==> src/rtl/sync_fifo_param.sv <==
// sync_fifo_param: parametrised single-clock FIFO with optional first-word-fall-through,
// almost-full/empty thresholds, synchronous flush and sticky overflow/underflow flags.
module sync_fifo_param #(
    parameter int DATA_W    = 8,
    parameter int ADDR_W    = 6,
    parameter int FWFT      = 0,
    parameter int AFULL_TH  = 56,
    parameter int AEMPTY_TH = 8
) (
    input  logic              clk,
    input  logic              rst,
    input  logic              flush,
    input  logic              wr_en,
    input  logic [DATA_W-1:0] wr_data,
    input  logic              rd_en,
    output logic [DATA_W-1:0] rd_data,
    output logic              rd_valid,
    output logic              full,
    output logic              empty,
    output logic              almost_full,
    output logic              almost_empty,
    output logic [ADDR_W:0]   count,
    input  logic              clr_err,
    output logic              overflow,
    output logic              underflow
);
    localparam int              DEPTH      = 1 << ADDR_W;
    localparam logic [ADDR_W:0] DEPTH_C    = (ADDR_W + 1)'(DEPTH);
    localparam logic [ADDR_W:0] AFULL_C    = (ADDR_W + 1)'(AFULL_TH);
    localparam logic [ADDR_W:0] AEMPTY_C   = (ADDR_W + 1)'(AEMPTY_TH);
    localparam logic [ADDR_W:0] CNT_ZERO_C = {(ADDR_W + 1){1'b0}};
    localparam logic [ADDR_W:0] CNT_ONE_C  = (ADDR_W + 1)'(1);
    localparam logic [ADDR_W-1:0] PTR_ZERO_C = {ADDR_W{1'b0}};
    localparam logic [ADDR_W-1:0] PTR_ONE_C  = ADDR_W'(1);

    if ((AFULL_TH < 1) || (AFULL_TH > DEPTH) || (AEMPTY_TH < 0) || (AEMPTY_TH > DEPTH - 1)
        || (FWFT < 0) || (FWFT > 1)) begin : g_bad_param
        $error("sync_fifo_param: illegal FWFT/AFULL_TH/AEMPTY_TH for depth %0d", DEPTH);
    end

    logic [DATA_W-1:0] mem_r [DEPTH];
    logic [ADDR_W-1:0] wr_ptr_r;
    logic [ADDR_W-1:0] rd_ptr_r;
    logic [ADDR_W:0]   count_r;
    logic [ADDR_W:0]   count_s;
    logic              full_r;
    logic              empty_r;
    logic              afull_r;
    logic              aempty_r;
    logic              overflow_r;
    logic              underflow_r;
    logic              wr_acc_s;
    logic              rd_acc_s;
    logic              ovf_set_s;
    logic              unf_set_s;

    // Acceptance is judged on registered flags; flush blocks both requests and the error sets.
    always_comb begin
        wr_acc_s  = wr_en && !full_r && !flush;
        rd_acc_s  = rd_en && !empty_r && !flush;
        ovf_set_s = wr_en && full_r && !flush;
        unf_set_s = rd_en && empty_r && !flush;
        if (flush) begin
            count_s = CNT_ZERO_C;
        end else begin
            case ({wr_acc_s, rd_acc_s})
                2'b10:   count_s = count_r + CNT_ONE_C;
                2'b01:   count_s = count_r - CNT_ONE_C;
                default: count_s = count_r;
            endcase
        end
    end

    // Storage array; deliberately not reset.
    always_ff @(posedge clk) begin
        if (wr_acc_s) begin
            mem_r[wr_ptr_r] <= wr_data;
        end
    end

    // Pointers, occupancy and flags registered from the next count so they move together.
    always_ff @(posedge clk or posedge rst) begin
        if (rst) begin
            wr_ptr_r <= PTR_ZERO_C;
            rd_ptr_r <= PTR_ZERO_C;
            count_r  <= CNT_ZERO_C;
            full_r   <= 1'b0;
            empty_r  <= 1'b1;
            afull_r  <= 1'b0;
            aempty_r <= 1'b1;
        end else begin
            if (flush) begin
                wr_ptr_r <= PTR_ZERO_C;
                rd_ptr_r <= PTR_ZERO_C;
            end else begin
                if (wr_acc_s) begin
                    wr_ptr_r <= wr_ptr_r + PTR_ONE_C;
                end else begin
                    wr_ptr_r <= wr_ptr_r;
                end
                if (rd_acc_s) begin
                    rd_ptr_r <= rd_ptr_r + PTR_ONE_C;
                end else begin
                    rd_ptr_r <= rd_ptr_r;
                end
            end
            count_r  <= count_s;
            full_r   <= (count_s == DEPTH_C);
            empty_r  <= (count_s == CNT_ZERO_C);
            afull_r  <= (count_s >= AFULL_C);
            aempty_r <= (count_s <= AEMPTY_C);
        end
    end

    // Sticky error flags: a new event in the same cycle as clr_err keeps the flag set.
    always_ff @(posedge clk or posedge rst) begin
        if (rst) begin
            overflow_r  <= 1'b0;
            underflow_r <= 1'b0;
        end else begin
            if (ovf_set_s) begin
                overflow_r <= 1'b1;
            end else if (clr_err) begin
                overflow_r <= 1'b0;
            end else begin
                overflow_r <= overflow_r;
            end
            if (unf_set_s) begin
                underflow_r <= 1'b1;
            end else if (clr_err) begin
                underflow_r <= 1'b0;
            end else begin
                underflow_r <= underflow_r;
            end
        end
    end

    if (FWFT != 0) begin : g_fwft
        // Head word is presented directly; it is meaningless while empty.
        assign rd_data  = mem_r[rd_ptr_r];
        assign rd_valid = !empty_r;
    end else begin : g_std
        logic [DATA_W-1:0] rd_data_r;
        logic              rd_valid_r;

        // Registered read port: one-cycle latency, data holds between reads and across flush.
        always_ff @(posedge clk or posedge rst) begin
            if (rst) begin
                rd_data_r  <= {DATA_W{1'b0}};
                rd_valid_r <= 1'b0;
            end else if (flush) begin
                rd_data_r  <= rd_data_r;
                rd_valid_r <= 1'b0;
            end else if (rd_acc_s) begin
                rd_data_r  <= mem_r[rd_ptr_r];
                rd_valid_r <= 1'b1;
            end else begin
                rd_data_r  <= rd_data_r;
                rd_valid_r <= 1'b0;
            end
        end

        assign rd_data  = rd_data_r;
        assign rd_valid = rd_valid_r;
    end

    assign count        = count_r;
    assign full         = full_r;
    assign empty        = empty_r;
    assign almost_full  = afull_r;
    assign almost_empty = aempty_r;
    assign overflow     = overflow_r;
    assign underflow    = underflow_r;

endmodule

==> config.mk <==
export PLATFORM = sky130hd
export DESIGN_NAME = sync_fifo_param
export DESIGN_NICKNAME = d
export VERILOG_FILES = /design/src/rtl/sync_fifo_param.sv
export SDC_FILE = /design/constraint.sdc
export NUM_CORES = 1
export LEC_CHECK = 0
export ABC_AREA = 1
export CAP_MARGIN = 15
export CORE_MARGIN = 2
export CORE_UTILIZATION = 45
export CTS_BUF_LIST = sky130_fd_sc_hd__clkbuf_4 sky130_fd_sc_hd__clkbuf_8
export CTS_CLUSTER_DIAMETER = 100
export DETAILED_ROUTE_END_ITERATION = 6
export PLACE_DENSITY = 0.63
export REMOVE_ABC_BUFFERS = 1
export SKIP_LAST_GASP = 1
export SYNTH_ARGS = -nofsm -noshare
export SYNTH_HDL_FRONTEND = slang
export SYNTH_SLANG_ARGS = --single-unit
==> constraint.sdc <==
create_clock -name clk -period 6.1 [get_ports clk]
set_input_delay 0.915 -clock clk [delete_from_list [all_inputs] [get_ports clk]]
set_output_delay 0.915 -clock clk [all_outputs]
set_load 0.03 [all_outputs]
==> flow_summary.toml, run 1 <==
# synthesis and place-and-route metrics
[synthesis]
synth.avg_cell_area_um2 = 10.9
synth-edff-count = 512
async_flop_share = 0.0623

[pwr]
p_leak_nw = 9.31
ir_drop_uv = 185
power_density_mw_per_mm2 = 344

[clocking]
postCtsSetupBuffers = 0
cts_root_buf = "clkbuf_8"
clk_pin_slew_ns = 0.06
htreeDepth = 3

[cells_and_area]
finalInstanceArea_mm2 = 0.0254
syn_to_final_growth_pct = 11.4
flop_area_mm2 = 0.0162

[route]
num_vias = 15400
viasPerCell = 5.38

[setup_path]
crit_type = "in2reg"
cpMostUsedCell = "nor2_1"
cpPeakStageDelay_ns = 0.98

[run_status]
status = "finished clean"

[floorplanning]
dieArea_mm2 = 0.0525

[sta]
finalClockPeriodUsage = 0.640
run 1: through the flow:
stage / util / cells / hold slack, ns / setup TNS [ns] / worst slack (ns)
after floorplan: - / 1982 / 0.496 / -29.91 / -2.79
after global placement: 0.472 / 2712 / 0.467 / 0 / 1.71
after detailed placement: 0.472 / 2712 / 0.471 / 0 / 1.65
after CTS: 0.507 / 2869 / 0.487 / 0 / 2.35
after global routing: 0.507 / 2869 / 0.517 / 0 / 1.95
final: 0.507 / 2869 / 0.478 / 0 / 2.19
run 1: critical path, delay by kind of cell:
kind	cells	cell delay, ns
buf+inv	1	0.62
simple gates	3	2.65
run 1: registers in the layout, summed over array words and instances (netlist names):
register      count
overflow          1
full              1
almost_full       1
empty             1
rd_data           8
count             7
rd_ptr_r          6
wr_ptr_r          6
mem_r           512
rd_valid          1
almost_empty      1
underflow         1
run 1: power breakdown:
group | switching, mW | internal [mW]
logic | 0.943 | 0.389
registers | 0.102 | 4.16
clock network | 1.38 | 1.75
run 1: area by class of cell:
| cell class | count | share of cell area |
|---|---|---|
| clock inverter | 23 | 0.00508 |
| tap | 672 | 0.0331 |
| clock buffer | 134 | 0.0645 |
| timing repair buffer | 58 | 0.0190 |
| inverter | 83 | 0.0126 |
| multi-input combinational | 1353 | 0.226 |
| sequential | 546 | 0.640 |
run 1: routing by layer:
layer | up-vias | GRT usage | routed length [µm]
met2 | 692 | 0.346 | 26800
met5 | - | 0 | 0
li1 | 7231 | - | -
met3 | 108 | 0.0423 | 5070
met1 | 7395 | 0.308 | 24800
met4 | 0 | 0.0787 | 1480
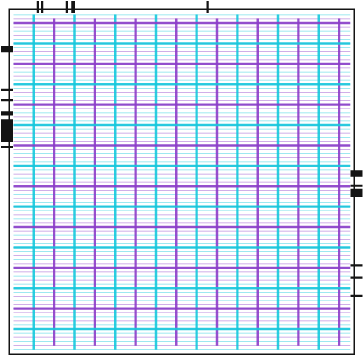
**Above:** run 1 (power grid).
Drawn at 1.5 px/µm. Pins as bars on the die edge.
VDD: drawn in purple. VSS: drawn in cyan.
The core has 82 rows. 16 straps on met5. 36 signal pins sit on the boundary. 83 met1 rails follow the rows.

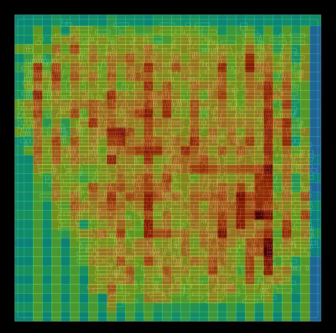
**Above:** run 1 (routing congestion map).
M2 GR Usage: 0.346
GRT Util Overall: 0.220
met1 Use GR: 0.308

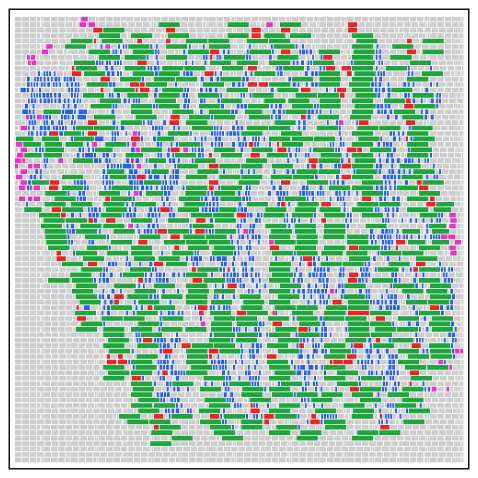
**Above:** run 1 (placed cells, one colour a class).
Drawn at 2 px/µm. Fill, decap, tap and diode cells in grey.
clock drivers and dummy loads: drawn in red, cells 157, share of their area 7.2%. remaining buffers and delay cells: drawn in magenta, cells 58, share of their area 2.0%. sequential cells: drawn in green, cells 546, share of their area 66%. combinational and other logic: drawn in blue, cells 1436, share of their area 25%.

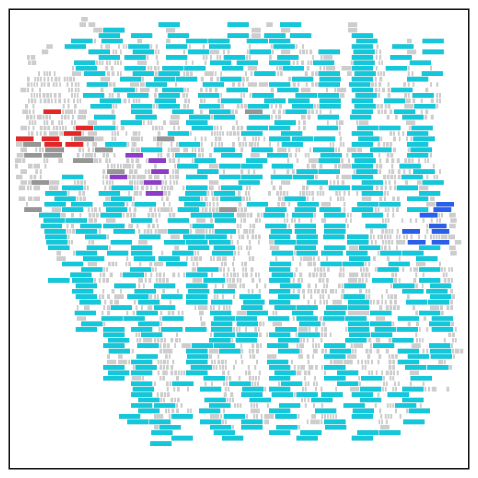
**Above:** run 1 (sequential cells grouped by signal name).
Drawn at 2 px/µm. Other sequential cells in the stronger grey, the rest of the logic in the fainter grey.
mem_r: drawn in cyan, sequential cells 512, where widely spread. rd_data: drawn in blue, sequential cells 8, where east. wr_ptr_r: drawn in purple, sequential cells 6. count: drawn in red, sequential cells 7, where north-west.
Another 13 sequential cells are not coloured.

==> run 2: changes to the inputs <==
==> constraint.sdc (replaced) <==
create_clock -name clk -period 4.1 [get_ports clk]
set_input_delay 0.615 -clock clk [delete_from_list [all_inputs] [get_ports clk]]
set_output_delay 0.615 -clock clk [all_outputs]
set_load 0.03 [all_outputs]
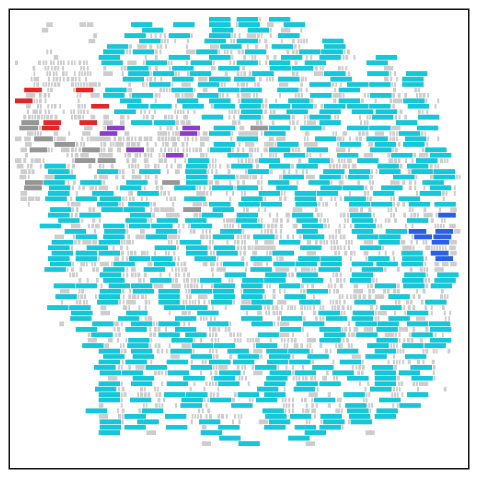
**Above:** run 2 (sequential cells grouped by signal name).
Drawn at 2 px/µm. Other sequential cells in the stronger grey, the rest of the logic in the fainter grey.
FF/Latch Area: 0.0162 mm²
fin util: 0.514
register fraction of the total cell area: 0.631

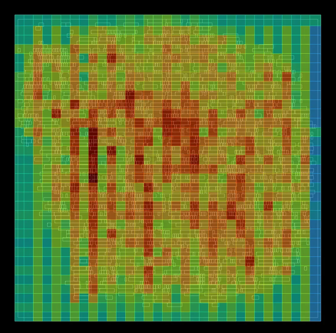
**Above:** run 2 (routing congestion map).
WL per Instance: 19.7 µm
M2 GR Usage: 0.341
met3 usage: 0.0449

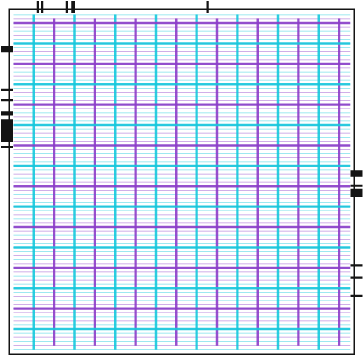
**Above:** run 2 (power grid).
Drawn at 1.5 px/µm. Pins as bars on the die edge.
VSS: drawn in cyan. VDD: drawn in purple.
16 straps on met4. 36 signal pins sit on the boundary. The core has 82 rows. 16 straps on met5. 83 met1 rails follow the rows.

==> run 2 against run 1 <==
Net effect:
- cell area rose by 1.4%
- synthesized area did not move
- via count rose by 1.2%
- hold slack got worse by 0.11 ns
- critical endpoint is now rd_data[1]
==> flow_summary.toml, run 2 <==
# synthesis and place-and-route metrics
[run_status]
status = "finished clean"

[global_route]
grt_usage = 0.221
grt_overflow = 0
grt_max_degree = 135
grt_antenna_before_repair = 1

[floorplanning]
dieArea_mm2 = 0.0525
fp_util = 0.455

[cells_and_area]
syn_to_final_growth_pct = 13.0
final_cell_count_no_fill = 2917
finalInstanceArea_mm2 = 0.0257
largest-register = "mem_r"
largest_reg_flops = 512
fill_cells = 4443

[clocking]
clk_pin_slew_ns = 0.06
htreeDepth = 3
clkSinkCount = 546
cts_root_buf = "clkbuf_8"
postCtsSetupBuffers = 0

[synthesis]
synth.avg_cell_area_um2 = 10.9
synth-edff-count = 512
async_flop_share = 0.0623

[setup_path]
worstSetupEndpoint = "rd_data[1]"
crit_type = "reg2reg"
cpPeakStageDelay_ns = 0.77
path_cells = "inv_6 -> buf_4 -> nand2_1 -> nand3_1 -> nand3_1 -> nand2_1 -> nor2_1 -> nand2_1 -> nand3_1 -> nand2_1 -> nand2_1 -> nand2_1"
r2r_start = "rd_ptr_r[0]"
cpMostUsedCell = "nand2_1"
cp_slowest_cell = "dfrtp_4"

[job]
maxCapViolCount = 0

[route]
num_vias = 15600
viasPerCell = 5.35
ant_nets = 0

[sta]
post-route-min-period_ns = 2.86
finalClockPeriodUsage = 0.698
holdWs_ns = 0.365
drv_slew = 0
setup-violations-final = 0

[pwr]
p_leak_nw = 9.52
ir_drop_uv = 296
power_density_mw_per_mm2 = 503

[placed_design]
dp_cells = 2754
-- run 2: cell counts after synthesis --
No cell type changed its count.
-- run 2: cell families (layout without fill, tap and decap cells) --
family,Yosys count,after routing
XOR/XNOR,2,2
flip-flops,546,546
buffers and inverters,193,345
AND-OR/OR-AND,187,187
AND/OR/NAND/NOR,1159,1159
adder cells (fa/ha/maj),5,5
other,0,1
-- run 2: final cells by class --
cell class / count / area share
well taps: 672 / 0.0327
multi-input cells: 1353 / 0.223
flip-flops and latches: 546 / 0.631
clock buffers: 117 / 0.0570
clock inverters: 44 / 0.00996
inverters: 83 / 0.0124
diodes: 1 / 0.0000972
repair buffers: 101 / 0.0345
-- run 2: critical path, delay by kind of cell (launching register included) --
family                 cells  cell delay, ns
AND/OR/NAND/NOR           10            1.29
flip-flops                 1            0.77
buffers and inverters      2            0.66
-- run 2: metal layers --
| metal | vias up | GRT usage | wire [µm] |
|---|---|---|---|
| met5 | - | 0 | 0 |
| met4 | 0 | 0.0731 | 1520 |
| met3 | 106 | 0.0449 | 4640 |
| met2 | 645 | 0.341 | 25900 |
| met1 | 7529 | 0.315 | 25400 |
| li1 | 7334 | - | - |
-- run 2: through the flow --
step	power (mW)	setup TNS (ns)	worst slack, ns
2_1_floorplan	7.79	-55.57	-4.79
3_3_place_gp	8.46	0	0.692
3_5_place_dp	8.48	0	0.631
4_1_cts	13.0	0	1.24
5_1_grt	13.5	0	0.898
6_report	13.0	0	1.24
-- run 2: where the power goes --
group	switching, mW	leakage (nW)	internal [mW]	total (mW)
clock network	2.13	0.904	2.46	4.59
logic	1.46	3.58	0.610	2.07
registers	0.103	5.04	6.19	6.30
total	3.69	9.52	9.26	13.0
==> run 3: changes to the inputs <==
==> constraint.sdc (replaced) <==
create_clock -name clk -period 2.79 [get_ports clk]
set_input_delay 0.4185 -clock clk [delete_from_list [all_inputs] [get_ports clk]]
set_output_delay 0.4185 -clock clk [all_outputs]
set_load 0.03 [all_outputs]
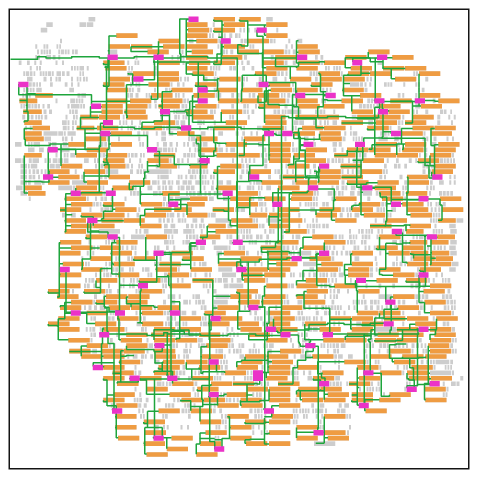
**Above:** run 3 (routed clock nets over the placement).
Drawn at 2 px/µm.
clock wires: drawn in green, length 6770 µm. flip-flops: drawn in orange, count 546. clock drivers: drawn in magenta, count 89.
There are 90 routed clock nets. Position of the flops: widely spread.
Clk pwr share: 0.365
Worst-Skew Late Latency: 0.67 ns

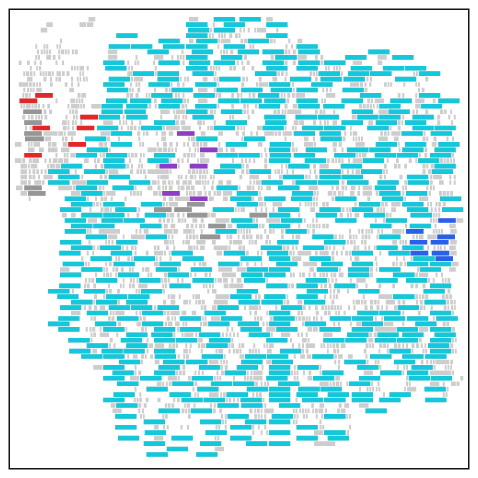
**Above:** run 3 (sequential cells grouped by signal name).
Drawn at 2 px/µm. Other sequential cells in the stronger grey, the rest of the logic in the fainter grey.
fin util: 0.530
P_seq: 9.21 mW

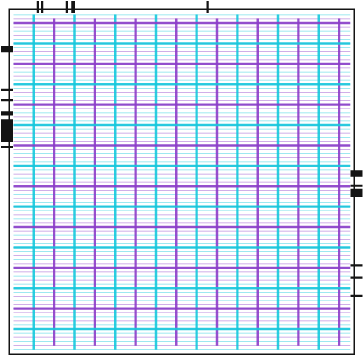
**Above:** run 3 (power grid).
Drawn at 1.5 px/µm. Pins as bars on the die edge.
VSS: drawn in cyan. VDD: drawn in purple.
The core has 82 rows. 36 signal pins sit on the boundary. 16 straps on met5.

==> run 3 against run 2 <==
Net effect:
- die area did not move
- count of clock-buffer cells in the layout grew 9
- clock skew decreased by 0.0079 ns
- highest routed layer unchanged
==> flow_summary.toml, run 3 <==
# synthesis and place-and-route metrics
[run_status]
status = "finished clean"

[setup_path]
path_buffers = 2
crit_type = "reg2reg"
cpPeakStageDelay_ns = 0.45
critical-path-top-delay-family = "simple AND/OR/NAND/NOR gates"

[global_route]
grt_antenna_before_repair = 0
grt_max_degree = 130
grt_usage = 0.219
grt_overflow = 0

[sta]
post-route-min-period_ns = 2.44
finalClockPeriodUsage = 0.875
setup-violations-final = 0
tns_ns = 0
drv_slew = 0

[route]
ant_nets = 0
post_drt_wl_per_cell_um = 19.2
viasPerCell = 5.27

[cells_and_area]
finalInstanceArea_mm2 = 0.0265
final_cell_count_no_fill = 2984
largest_reg_flops = 512
largest-register = "mem_r"
syn_to_final_growth_pct = 16.4

[synthesis]
synth.avg_cell_area_um2 = 10.9
async_flop_share = 0.0623
synth-edff-count = 512

[clocking]
cts_root_buf = "clkbuf_8"
postCtsSetupBuffers = 0
clkSinkCount = 546
clk_pin_slew_ns = 0.06
htreeDepth = 3

[floorplanning]
die_h_um = 229
dieArea_mm2 = 0.0525
fp_util = 0.455

[job]
maxCapViolCount = 0

[pwr]
power_density_mw_per_mm2 = 741
p_leak_nw = 9.98
ir_drop_uv = 371

[placed_design]
dp_cells = 2820
[run 3: power by group]
| part | switching [mW] | leakage [nW] | internal (mW) |
|---|---|---|---|
| combinational | 2.22 | 3.97 | 1.05 |
| sequential | 0.114 | 5.04 | 9.10 |
| clock | 3.13 | 0.967 | 4.04 |
| total | 5.46 | 9.98 | 14.2 |
[run 3: metal layers]
metal,global-route usage,wire (µm)
met1,0.304,24900
met2,0.349,26800
met3,0.0447,4090
met4,0.0686,1420
met5,0,0
[run 3: logic make-up after synthesis]
| group | Yosys count |
|---|---|
| AND-OR/OR-AND | 187 |
| buffers and inverters | 193 |
| AND/OR/NAND/NOR | 1159 |
| flip-flops | 546 |
| adder cells (fa/ha/maj) | 5 |
| XOR/XNOR | 2 |
[run 3: layout make-up]
cell class | instances | area (µm²)
flip-flops and latches | 546 | 16200
inverters | 83 | 319
well taps | 672 | 841
clock inverters | 36 | 288
multi-input cells | 1353 | 5740
fillers | 4356 | 23500
repair buffers | 168 | 1550
clock buffers | 126 | 1550
[run 3: per-stage QoR]
step	hold WS (ns)	setup WS, ns
after CTS	0.187	0.376
after floorplan	0.492	-6.10
final	0.253	0.349
after global placement	0.464	-0.117
after global routing	0.221	0.0917
after detailed placement	0.466	-0.146
[run 3: final timing paths]
path	start	to	slack, ns	depth (start not counted)
max reg2reg	rd_ptr_r[0]	rd_data[0]	0.35	12
max in group asynchronous	rst	rd_data[7]	1.72	5
max	rd_ptr_r[0]	rd_data[0]	0.35	12
min	wr_data[3]	mem_r[44][3]	0.25	1
min reg2reg	rd_data[0]	rd_data[0]	0.47	2
min in group asynchronous	rst	full	0.51	3
[run 3: what timing repair did]
| action | in CTS | in global routing |
|---|---|---|
| resized | 0 | 0 |
| endpoints found under the hold margin | 0 | 3 |
| hold buffers | 0 | 1 |
Power figures rest on the tool's default switching activity, not on a simulated workload.
